===== src/rtl/collision_scanner_pkg.sv =====
// Shared types and default geometry for the multi-enemy collision scanner.
// Latency: n/a (declarations only).
// Backpressure: n/a.
package collision_pkg;

  // Scanner control states.
  typedef enum logic [1:0] {
    IDLE = 2'd0,
    SCAN = 2'd1,
    DONE = 2'd2
  } state_t;

  // Default geometry in pixels; boxes are closed intervals [x, x+W] x [y, y+H].
  localparam int COORD_W_DEF     = 10;
  localparam int NUM_ENEMIES_DEF = 4;
  localparam int CAR_W_DEF       = 80;
  localparam int CAR_H_DEF       = 121;
  localparam int ENEMY_W_DEF     = 80;
  localparam int ENEMY_H_DEF     = 121;

endpackage


===== src/rtl/collision_scanner_aabb_overlap.sv =====
// Axis-aligned box overlap test between the player car and one enemy, edges inclusive.
// Latency: purely combinational.
// Backpressure: none; the result follows the inputs.
module aabb_overlap #(
  parameter int COORD_W = 10,
  parameter int CAR_W   = 80,
  parameter int CAR_H   = 121,
  parameter int ENEMY_W = 80,
  parameter int ENEMY_H = 121
) (
  input  logic [COORD_W-1:0] car_x,
  input  logic [COORD_W-1:0] car_y,
  input  logic [COORD_W-1:0] enemy_x,
  input  logic [COORD_W-1:0] enemy_y,
  output logic               hit
);

  // One extra bit so right/bottom edges near the top of the coordinate range
  // cannot wrap around and alias to a small value.
  localparam int SW = COORD_W + 1;

  logic [SW-1:0] car_l, car_t, car_r, car_b;
  logic [SW-1:0] en_l, en_t, en_r, en_b;

  // Extend the box corners and compare all four separating-axis conditions.
  always_comb begin
    car_l = {1'b0, car_x};
    car_t = {1'b0, car_y};
    en_l  = {1'b0, enemy_x};
    en_t  = {1'b0, enemy_y};
    car_r = car_l + SW'(CAR_W);
    car_b = car_t + SW'(CAR_H);
    en_r  = en_l + SW'(ENEMY_W);
    en_b  = en_t + SW'(ENEMY_H);
    hit   = (car_l <= en_r) && (en_l <= car_r) &&
            (car_t <= en_b) && (en_t <= car_b);
  end

endmodule


===== src/rtl/collision_scanner.sv =====
// Per-frame collision scan: snapshots car and enemy positions on start and tests one enemy per clock.
// Latency: start sampled in cycle T -> done pulse and new hit_mask/collision in cycle T+NUM_ENEMIES+1.
// Backpressure: none; start while busy is dropped. Optional hit_count port under COLLISION_COUNT_EN.
module collision_scanner
  import collision_pkg::*;
#(
  parameter int NUM_ENEMIES = NUM_ENEMIES_DEF,
  parameter int COORD_W     = COORD_W_DEF,
  parameter int CAR_W       = CAR_W_DEF,
  parameter int CAR_H       = CAR_H_DEF,
  parameter int ENEMY_W     = ENEMY_W_DEF,
  parameter int ENEMY_H     = ENEMY_H_DEF
) (
  input  logic                           clk,
  input  logic                           rst,
  input  logic                           start,
  input  logic [COORD_W-1:0]             car_x,
  input  logic [COORD_W-1:0]             car_y,
  input  logic [NUM_ENEMIES*COORD_W-1:0] enemy_x,
  input  logic [NUM_ENEMIES*COORD_W-1:0] enemy_y,
  input  logic [NUM_ENEMIES-1:0]         enemy_valid,
  output logic                           busy,
  output logic                           done,
  output logic                           collision,
`ifdef COLLISION_COUNT_EN
  output logic [7:0]                     hit_count,
`endif
  output logic [NUM_ENEMIES-1:0]         hit_mask
);

  localparam int IDX_W = (NUM_ENEMIES > 1) ? $clog2(NUM_ENEMIES) : 1;

  state_t                     state, state_nxt;
  logic [IDX_W-1:0]           idx;
  logic [COORD_W-1:0]         snap_car_x, snap_car_y;
  logic [NUM_ENEMIES*COORD_W-1:0] snap_ex, snap_ey;
  logic [NUM_ENEMIES-1:0]     snap_valid;
  logic [NUM_ENEMIES-1:0]     work_mask;
  logic [NUM_ENEMIES-1:0]     cur_mask;
  logic [COORD_W-1:0]         cur_ex, cur_ey;
  logic                       overlap;
  logic                       last_idx;

  // Select the snapshot entry for the enemy under test and fold its result in.
  always_comb begin
    cur_ex   = snap_ex[idx*COORD_W +: COORD_W];
    cur_ey   = snap_ey[idx*COORD_W +: COORD_W];
    last_idx = (idx == IDX_W'(NUM_ENEMIES - 1));
    cur_mask = work_mask | (NUM_ENEMIES'(overlap & snap_valid[idx]) << idx);
  end

  aabb_overlap #(
    .COORD_W (COORD_W),
    .CAR_W   (CAR_W),
    .CAR_H   (CAR_H),
    .ENEMY_W (ENEMY_W),
    .ENEMY_H (ENEMY_H)
  ) u_overlap (
    .car_x   (snap_car_x),
    .car_y   (snap_car_y),
    .enemy_x (cur_ex),
    .enemy_y (cur_ey),
    .hit     (overlap)
  );

  // State register.
  always_ff @(posedge clk) begin
    if (rst) state <= IDLE;
    else     state <= state_nxt;
  end

  // Next-state logic: one SCAN cycle per enemy, then a single DONE cycle.
  always_comb begin
    state_nxt = state;
    unique case (state)
      IDLE:    if (start) state_nxt = SCAN;
      SCAN:    if (last_idx) state_nxt = DONE;
      DONE:    state_nxt = IDLE;
      default: state_nxt = IDLE;
    endcase
  end

  // State-decoded outputs.
  always_comb begin
    busy = (state != IDLE);
    done = (state == DONE);
  end

  // Snapshot, scan index, working mask and result registers. Results load on
  // the final SCAN edge so they are already valid during the done cycle.
  always_ff @(posedge clk) begin
    if (rst) begin
      idx        <= '0;
      snap_car_x <= '0;
      snap_car_y <= '0;
      snap_ex    <= '0;
      snap_ey    <= '0;
      snap_valid <= '0;
      work_mask  <= '0;
      hit_mask   <= '0;
      collision  <= 1'b0;
    end else begin
      case (state)
        IDLE: begin
          if (start) begin
            snap_car_x <= car_x;
            snap_car_y <= car_y;
            snap_ex    <= enemy_x;
            snap_ey    <= enemy_y;
            snap_valid <= enemy_valid;
            idx        <= '0;
            work_mask  <= '0;
          end
        end
        SCAN: begin
          work_mask <= cur_mask;
          if (last_idx) begin
            idx       <= '0;
            hit_mask  <= cur_mask;
            collision <= |cur_mask;
          end else begin
            idx <= idx + IDX_W'(1);
          end
        end
        default: ;
      endcase
    end
  end

`ifdef COLLISION_COUNT_EN
  // Saturating count of frames whose result reported a collision.
  always_ff @(posedge clk) begin
    if (rst) begin
      hit_count <= 8'd0;
    end else if (state == SCAN && last_idx && (|cur_mask) && hit_count != 8'd255) begin
      hit_count <= hit_count + 8'd1;
    end
  end
`endif

endmodule


===== config.mk =====
export PLATFORM = sky130hd
export DESIGN_NAME = collision_scanner
export DESIGN_NICKNAME = d
export VERILOG_FILES = /design/src/rtl/collision_scanner_pkg.sv /design/src/rtl/collision_scanner_aabb_overlap.sv /design/src/rtl/collision_scanner.sv
export SDC_FILE = /design/constraint.sdc
export NUM_CORES = 1
export LEC_CHECK = 0
export CAP_MARGIN = 20
export CORE_ASPECT_RATIO = 0.7
export CORE_MARGIN = 4
export CORE_UTILIZATION = 45
export CTS_CLUSTER_DIAMETER = 30
export DETAILED_ROUTE_END_ITERATION = 10
export GPL_ROUTABILITY_DRIVEN = 0
export PLACE_DENSITY = 0.7
export SLEW_MARGIN = 20
export SYNTH_ARGS = -nofsm -noshare
export SYNTH_HDL_FRONTEND = slang
export SYNTH_HIERARCHICAL = 1
export SYNTH_SLANG_ARGS = --single-unit

===== constraint.sdc =====
create_clock -name clk -period 5.6 [get_ports clk]
set_input_delay 1.12 -clock clk [delete_from_list [all_inputs] [get_ports clk]]
set_output_delay 1.12 -clock clk [all_outputs]
set_load 0.01 [all_outputs]

### The clock network, run 1

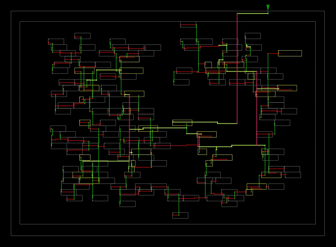
# clk buffers: 19
Clock Latency Late Sink: 0.41 ns
Clk. pwr: 0.00109 W
registers: 117
TritonCTS Buffers: 17

### Routed clock nets over the placement, run 1

Scale: 4 px per um.
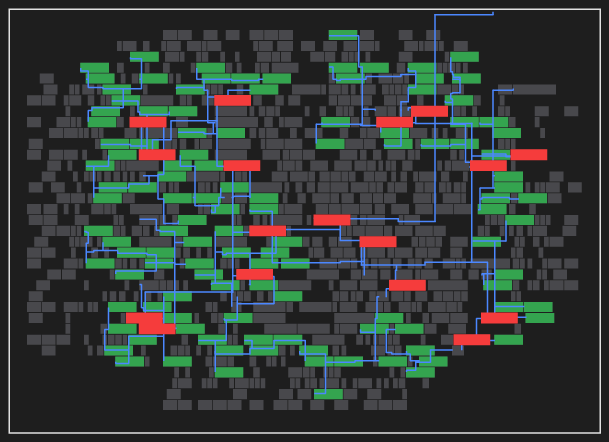
[green] flip-flops | count: 117
[blue] clock wires | length: 1460 um
[red] clock drivers | count: 17
flops lie: spread over the die
clock share of power: 44.6%
Worst Clk Skew: 0.00557 ns

### The metal 2 layer, run 1

Scale: 2 px per um.
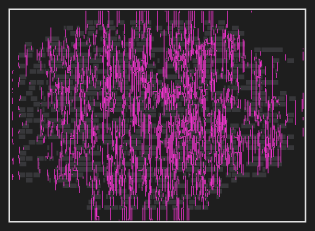
wire length on this layer: 6850 um
nets with wire on the layer: 797
longest straight run: 48.6 um
main direction: vertical
via count: 5460
met2 usage: 30.7%
Post-Route WL: 16400 um

==> GITHUB_STEP_SUMMARY, run 1 <==
### Metrics collected by this job

| Metric | Value |
|---|---|
| Outcome | finished, final reports clean |
| Leading cell kind | logic gates |
| Post-synth top cells | 221 x nand2_1, 117 x dfxtp_1, 115 x a21oi_1, 43 x ha_1, 20 x mux4_2 |
| Switching power of the nets | 0.000665 W |
| Reg clk slew, reported paths | 0.06 ns |
| Power Density | 311 mW/mm^2 |
| Avg Vias per Cell | 5.43 |
| Sequential cell power | 0.000925 W |
| Clock-cell share of area | 7.66% |
| Yosys warning count | 6 |
| Buffers excl. clock | approximately 120 |
| Final Max Tran Viols | 0 |
| Req. time, crit path | 5.91 ns |
| Final setup fails | 0 |
| Commonest non-fill, non-tap cell in the layout | nand2_1 |
| Design Area, Final | 0.00786 sq mm |
| GR Overflow Total | 0 |
| Synth unique cells | 47 |
| Hold EP | snap_ex[37] |
| RSZ-0062 raised after global routing | false |
| Beginning of the worst hold path | snap_ex[37] |
| Hold Slack | 0.453 ns |
| Post-synth seq share | a little under two fifths |
| Fp util | 46.3% |
| Final Hold Fails | 0 |
| Antenna-violating nets left | 0 |
| Setup TNS | 0 ns |
| Die height | 106 um |
| IO buf count | 113 |
| R2R Setup Slk | 1.30 ns |
| Initial DRC Count | around 400 |
| Vias in the first global route | about 5.4k |
| Int Pwr | ~0.0018 W |
| # diodes | 0 |
| P_leak | 2.99 nW |
| Comb gates | between 500 and 600 |
| Hold Crit Class | reg -> reg |
| Layout area overhead | 28.4% |
| Sink Count | 117 |
| Clk root buf | clkbuf_16 |
| I/O Pins | 114 |
| Placed cell count | 973 |
| Syn Inst Count | 713 |
| Post-synthesis xor/xnor area fraction | between 3 and 4% |
| Maximum number of pins on one net before global-route repair | 81 |
| Dpl hpwl | approximately 12000 um |
| Core Util, Final | 59.4% |
| Reg-to-reg endpoint | collision |
| Crit start category | register |
| Clock Path Buffers | 2 |
| Mean routed wirelength per cell | 16.3 um |
| Layout Nets | 957 |
| Post-Route M1 WL | between 8000 and 9000 um |
| Chip Width | between 100 and 150 um |
| Design Power | 0.00244 W |
| # DRC | 0 |
| Comb area leader | simple AND/OR/NAND/NOR gates |
| Worst R2R Start | idx[0] |
| FF/Latch Area | 0.00234 sq mm |
| Pre-CTS WS | 1.36 ns |
| Inverters | 15 |
| Syn_nets | 863 |
| Area of the die | 0.0156 sq mm |
| Sw frac | between 20% and 30% |
| Top Registers | snap_ex (40), snap_ey (40) |
| Critical Path Max Stage Delay | 0.60 ns |
| Synth async-reset ratio | 0% |
| Mux share | 7.55% |
| Max_cap viols | 0 |
| Synth Cell Area | approximately 0.006 sq mm |
| Post-Synth AOI/OAI Area | 16.0% |
| Met3 routed WL | 1100 um |
| # Post-CTS Setup Buffers | 0 |
| Log Warnings | 30 |
| Rows | 35 |
| Cell with the most instances after synthesis | nand2_1 |
| FILL cells | 1175 |
| Slowest stage cell on the critical path | mux4_2 |
| Total Routing Usage GR | 21.4% |
| DR top layer | met4 |
| Max Fclk | 0.232 GHz |
| Smallest setup slack after layout | 1.30 ns |
| Combinational share of cell area | 43.8% |
| Largest power group | the clock network |
| Worst Reg2Reg Path Length in Cells | 15 |
| CTS tree | built |
| AND/OR/NAND/NOR Cells, Area Fraction | 20.4% |
| Adder-cell share of the synthesized area | 8.80% |
| Grt peak-use layer | met1 |
| Slew at the pin with the worst max-slew slack | 0.950 ns |
| Seq pwr share | between 30% and 40% |
| Worst path top cell family by delay | AND-OR/OR-AND gates |
| Hold Path Depth | 2 |
| Cell-by-cell trace of the critical path | mux4_2 > ha_1 > a2111oi_4 > nand2b_2 > nand2_1 > xor2_1 > ha_1 > a21o_1 > a21oi_1 > nor3b_1 > a21oi_2 > nor4_2 > nor2b_1 > a31oi_1 > a311oi_1 |
| Chip area in the Yosys report | roughly 0.0061 sq mm |
| # Cells Yosys | 713 |
| Share of cells above drive strength 1 | 10.0% |
| Top cells by area | dfxtp_1 38%, nand2_1 14%, a21oi_1 9.4%, ha_1 8.8%, mux4_2 7.4% |
| Drt first pass iters | 5 |
| Buf+Inv Stages, Crit Path | 0 |
| Cell mode on critical path | ha_1 |
| Crit path depth | 15 |
| Buffer share of cell area | 15.0% |
| EDFF count, synth | 0 |
| Comb. pwr | 0.000428 W |
| Crit path capture | collision |
| Peak supply drop | 209 uV |
| Metal2 WL | just under 7000 um |
| Number of antenna violations at the first check in global routing | 0 |
| Synth flops | 117 |
--- run 2 (diff from run 1) ---
==> constraint.sdc (replaced) <==
create_clock -name clk -period 4.2 [get_ports clk]
set_input_delay 0.84 -clock clk [delete_from_list [all_inputs] [get_ports clk]]
set_output_delay 0.84 -clock clk [all_outputs]
set_load 0.01 [all_outputs]
### Cell classes on the final placement, run 2

Scale: 2 px per um. Fill, decap, tap and diode cells in gray.
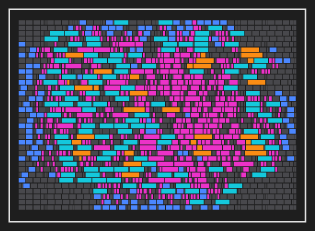
| color | class | cells | share of their area |
|---|---|---|---|
| orange | clock drivers and dummy loads | 32 | 8.0% |
| cyan | sequential cells | 117 | 30% |
| blue | remaining buffers and delay cells | 126 | 16% |
| magenta | combinational and other logic | 553 | 46% |
Rows: 35
Core Util, Final: 60.1%

### Pin map, run 2

Scale: 2 px per um. Pins as bars across the die edge, other pins in gray.
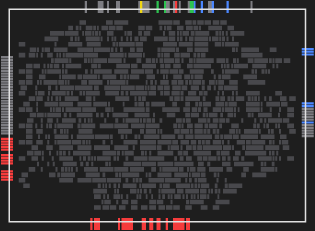
| color | port | pins | direction | edge |
|---|---|---|---|---|
| yellow | busy | 1 | output | top |
| green | hit_mask | 4 | output | top |
| red | enemy_y | 40 | input | 26 bottom, 13 left, 1 top |
| blue | car_x | 10 | input | 6 right, 4 top |
all pins by edge: 42 left, 30 top, 26 bottom, 16 right

### The clock network, run 2

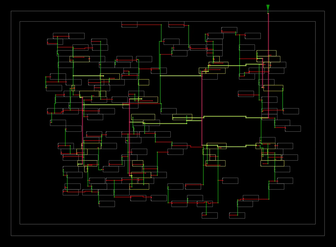
Clk. pwr: 0.00151 W
Worst Clk Skew: 0.00935 ns
# clk buffers: 22
Sink Count: 117

==> GITHUB_STEP_SUMMARY, run 2 <==
### Metrics collected by this job

| Metric | Value |
|---|---|
| FF/Latch Area | 0.00234 sq mm (unchanged) |
| Worst R2R Start | idx[0] |
| P_leak | 3.04 nW (+1.7%) |
| Layout Nets | 965 (+0.84%) |
| # Post-CTS Setup Buffers | 0 (unchanged) |
| Hold Crit Class | reg -> reg |
| Post-Synth AOI/OAI Area | 16.0% (unchanged) |
| Log Warnings | 30 (unchanged) |
| Clock Latency Late Sink | 0.41 ns (about the same) |
| Clk root buf | clkbuf_16 |
| Peak supply drop | 241 uV (+15%) |
| Int Pwr | 0.00246 W (+38%) |
| Crit path depth | 13 (-2) |
| Chip Width | 147 um (unchanged) |
| Final setup fails | 0 (unchanged) |
| Beginning of the worst hold path | snap_ex[25] |
| Largest power group | the clock network |
| Via count | 5446 (-0.26%) |
| Smallest setup slack after layout | 0.211 ns (-1.09 ns) |
| Layout area overhead | 30.0% |
| Syn Inst Count | 713 (unchanged) |
| AND/OR/NAND/NOR Cells, Area Fraction | 20.4% (unchanged) |
| Slowest stage cell on the critical path | mux4_2 |
| IO buf count | 113 (unchanged) |
| Chip area in the Yosys report | 0.00612 sq mm (unchanged) |
| Dpl hpwl | 12300 um (+1.4%) |
| Buffers excl. clock | 126 (+6.8%) |
| Area of the die | 0.0156 sq mm (unchanged) |
| Grt peak-use layer | met2 |
| Antenna-violating nets left | 0 (unchanged) |
| Reg-to-reg endpoint | collision |
| Placed cell count | 976 (+0.31%) |
| Worst Reg2Reg Path Length in Cells | 13 (-2) |
| Yosys warning count | 6 (unchanged) |
| Crit path capture | collision |
| Switching power of the nets | 0.000893 W (+34%) |
| Metal2 WL | 7350 um (+7.3%) |
| Power Density | 421 mW/mm^2 (+36%) |
| Cell-by-cell trace of the critical path | buf_8 > mux4_2 > ha_1 > o21ai_0 > xor2_1 > ha_1 > a21o_1 > a2111oi_0 > a211oi_1 > nor4_4 > nor2b_4 > a31oi_1 > a311oi_1 |
| Registers | 117 (unchanged) |
| Share of cells above drive strength 1 | 11.0% (+0.99 points) |
| # DRC | 0 (unchanged) |
| GR Overflow Total | 0 (unchanged) |
| Pre-CTS WS | 0.174 ns (-1.19 ns) |
| Reg clk slew, reported paths | 0.06 ns (about the same) |
| Synth Cell Area | 0.00612 sq mm (unchanged) |
| Maximum number of pins on one net before global-route repair | 93 (+15%) |
| Post-Route WL | 17100 um (+4.0%) |
| Avg Vias per Cell | 5.38 (-1.0%) |
| Cell with the most instances after synthesis | nand2_1 |
| Post-synth top cells | 221 x nand2_1, 117 x dfxtp_1, 115 x a21oi_1, 43 x ha_1, 20 x mux4_2 |
| EDFF count, synth | 0 (unchanged) |
| Critical Path Max Stage Delay | 0.58 ns (-0.02 ns) |
| Slew at the pin with the worst max-slew slack | 0.934 ns (-0.0156 ns) |
| Max_cap viols | 0 (unchanged) |
| # Cells Yosys | 713 (unchanged) |
| Seq pwr share | 36.7% (-1.2 points) |
| Design Power | 0.00335 W (+37%) |
| FILL cells | 1185 (+0.85%) |
| DR top layer | met4 |
| Drt first pass iters | 5 (unchanged) |
| Die height | 106 um (unchanged) |
| Outcome | finished, final reports clean |
| Fp util | 46.3% (unchanged) |
| Vias in the first global route | 5435 (+0.67%) |
| Initial DRC Count | 360 (-9.5%) |
| Inverters | 15 (unchanged) |
| Design Area, Final | 0.00795 sq mm (+1.2%) |
| Top cells by area | dfxtp_1 38%, nand2_1 14%, a21oi_1 9.4%, ha_1 8.8%, mux4_2 7.4% |
| R2R Setup Slk | 0.21 ns (-1.09 ns) |
--- run 3 (diff from run 2) ---
--- a/config.mk
+++ b/config.mk
@@ -18,3 +18,4 @@
 export SYNTH_HDL_FRONTEND = slang
 export SYNTH_HIERARCHICAL = 1
 export SYNTH_SLANG_ARGS = --single-unit
+export TNS_END_PERCENT = 50
==> constraint.sdc (replaced) <==
create_clock -name clk -period 4.9 [get_ports clk]
set_input_delay 0.98 -clock clk [delete_from_list [all_inputs] [get_ports clk]]
set_output_delay 0.98 -clock clk [all_outputs]
set_load 0.01 [all_outputs]
==> GITHUB_STEP_SUMMARY, run 3 <==
### Metrics collected by this job

| Metric | Value |
|---|---|
| Outcome | finished, final reports clean |
| Placed cell count | 973 (-0.31%) |
| Syn Inst Count | 713 (unchanged) |
| Critical path data arrival time | 4.59 ns |
| R2R Setup Slk | 0.62 ns (+0.41 ns) |
| Synth Cell Area | 0.00612 sq mm (unchanged) |
| Die height | 106 um (unchanged) |
| Area of the die | 0.0156 sq mm (unchanged) |
| Peak supply drop | 188 uV (-22%) |
| Design Power | 0.00280 W (-16%) |
| TritonCTS Buffers | 17 |
| Layout area overhead | 28.5% |
| Critical Path Max Stage Delay | 0.59 ns (about the same) |
| Adder-cell share of the synthesized area | 8.80% |
| Grt peak-use layer | met1 |
| # Post-CTS Setup Buffers | 0 (unchanged) |
| Crit path capture | collision |
| Clk. pwr | 0.00126 W (-17%) |
| Chip area in the Yosys report | 0.00612 sq mm (unchanged) |
| Worst R2R Start | idx[0] |
| Pre-CTS WS | 0.654 ns (+0.480 ns) |
| P_leak | 2.98 nW (-1.9%) |
| Reg clk slew, reported paths | 0.06 ns (about the same) |
| Top cells by area | dfxtp_1 38%, nand2_1 14%, a21oi_1 9.4%, ha_1 8.8%, mux4_2 7.4% |
| Worst Reg2Reg Path Length in Cells | 15 (+2) |
| Tapcells | 185 |
| Int Pwr | 0.00207 W (-16%) |
| Dpl hpwl | 12200 um (-0.99%) |
| Final setup fails | 0 (unchanged) |
| Sink Count | 117 (unchanged) |
| Post-Synth AOI/OAI Area | 16.0% (unchanged) |
| Slowest stage cell on the critical path | mux4_2 |
| Hold Slack | between 0.4 and 0.5 ns |
| Via count | 5468 (+0.40%) |
| Beginning of the worst hold path | snap_ex[8] |
| Initial DRC Count | 530 (+47%) |
| Post-synth top cells | 221 x nand2_1, 117 x dfxtp_1, 115 x a21oi_1, 43 x ha_1, 20 x mux4_2 |
| Log Warnings | 30 (unchanged) |
| # clk buffers | 19 (-14%) |
| Mean routed wirelength per cell | 16.3 um |
| FILL cells | 1177 (-0.68%) |
| Cell-by-cell trace of the critical path | mux4_2 > ha_1 > a2111oi_4 > nand2b_2 > nand2_1 > xor2_1 > ha_1 > a21o_1 > a21oi_1 > nor3b_1 > a21oi_2 > nor4_2 > and2_1 > a2111oi_2 > a311oi_1 |
| Vias in the first global route | 5277 (-2.9%) |
| # Cells Yosys | 713 (unchanged) |
| Inverters | 15 (unchanged) |
| Smallest setup slack after layout | 0.620 ns (+0.408 ns) |
| Leading cell kind | logic gates |
| Seq pwr share | 37.7% (+1.0 points) |
| Power Density | 357 mW/mm^2 (-15%) |
| Largest power group | the clock network |
| Main flop type | dfxtp_1 |
| Syn avg cell area | 8.58 sq um |
| Registers | 117 (unchanged) |
| GR Overflow Total | 0 (unchanged) |
| FF/Latch Area | 0.00234 sq mm (unchanged) |
| Hold Path Depth | 2 |
| Combinational Power Share | 17.4% |
| Synth async-reset ratio | 0% |
| Met3 routed WL | approximately 1400 um |
| Switching power of the nets | 0.000733 W (-18%) |
| Area leader share | 38.3% |
| Final period util | 87.4% |
| Sw frac | 26.1% |
| Yosys warning count | 6 (unchanged) |
| Comb. pwr | 0.000487 W |
| Worst setup EP type | register |
| Avg Vias per Cell | 5.45 (+1.4%) |
| Metal2 WL | 6880 um (-6.5%) |
| Rows | 35 (unchanged) |
| Share of cells above drive strength 1 | 9.78% (-1.2 points) |
| Slew at the pin with the worst max-slew slack | 0.959 ns (+0.0247 ns) |
| Fp util | 46.3% (unchanged) |
| Setup TNS | 0 ns |
| Post-Route WL | 16400 um (-3.9%) |
| Tmin final | 4.28 ns |
| IO buf count | 113 (unchanged) |
| Clock Latency Late Sink | 0.41 ns (about the same) |
| Setup CP Type | reg -> reg |
| DR top layer | met4 |
| Layout Nets | 957 (-0.83%) |
| Antenna-violating nets left | 0 (unchanged) |
| RSZ-0062 raised after global routing | false |
| AND/OR/NAND/NOR Cells, Area Fraction | 20.4% (unchanged) |
| Cell with the most instances after synthesis | nand2_1 |
| H-Tree Level Count | 4 |
| MI comb area | 0.00344 sq mm |
| Chip Width | 147 um (unchanged) |
| Drt first pass iters | 5 (unchanged) |
| EDFF count, synth | 0 (unchanged) |
| Req. time, crit path | 5.21 ns |
| Clk root buf | clkbuf_16 |
| Most frequent cells in the layout | 221 x nand2_1, 116 x dfxtp_1, 115 x a21oi_1 |
| Resize count post-CTS | 0 |
| # DRC | 0 (unchanged) |
| Synth unique cells | 47 |
| Maximum number of pins on one net before global-route repair | 83 (-11%) |
| Hold Crit Class | reg -> reg |
| Reg-to-reg endpoint | collision |
| Crit path depth | 15 (+2) |
| Cts hold-fix bufs | 0 |
| Met2 usage | 29.6% |
| Max_cap viols | 0 (unchanged) |
| Final Hold Fails | 0 |
| Finished Layout Cells | 1003 |
| Buffers excl. clock | 118 (-6.3%) |
### Pin map, run 3

Scale: 2 px per um. Pins as bars across the die edge, other pins in gray.
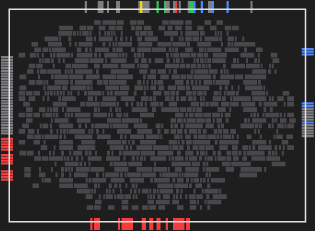
| color | port | pins | direction | edge |
|---|---|---|---|---|
| green | hit_mask | 4 | output | top |
| blue | car_x | 10 | input | 6 right, 4 top |
| red | enemy_y | 40 | input | 26 bottom, 13 left, 1 top |
| yellow | busy | 1 | output | top |
all pins by edge: 42 left, 30 top, 26 bottom, 16 right

### Cell classes on the final placement, run 3

Scale: 2 px per um. Fill, decap, tap and diode cells in gray.
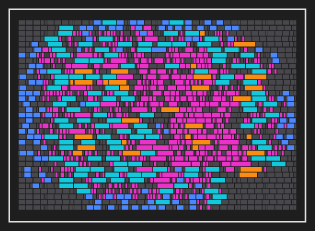
| color | class | cells | share of their area |
|---|---|---|---|
| orange | clock drivers and dummy loads | 30 | 7.9% |
| cyan | sequential cells | 117 | 31% |
| magenta | combinational and other logic | 553 | 46% |
| blue | remaining buffers and delay cells | 118 | 15% |
Design Area, Final: 0.00786 sq mm
Core Util, Final: 59.4%
core box area: 0.0132 sq mm

### Routed clock nets over the placement, run 3

Scale: 4 px per um.
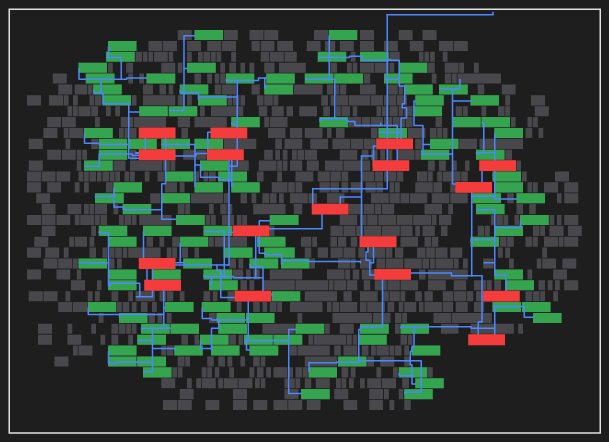
[green] flip-flops | count: 117
[red] clock drivers | count: 17
[blue] clock wires | length: 1410 um
flops lie: spread over the die
clock share of power: 44.9%
Worst Clk Skew: 0.00844 ns

Power figures rest on the tool's default switching activity, not on a simulated workload.
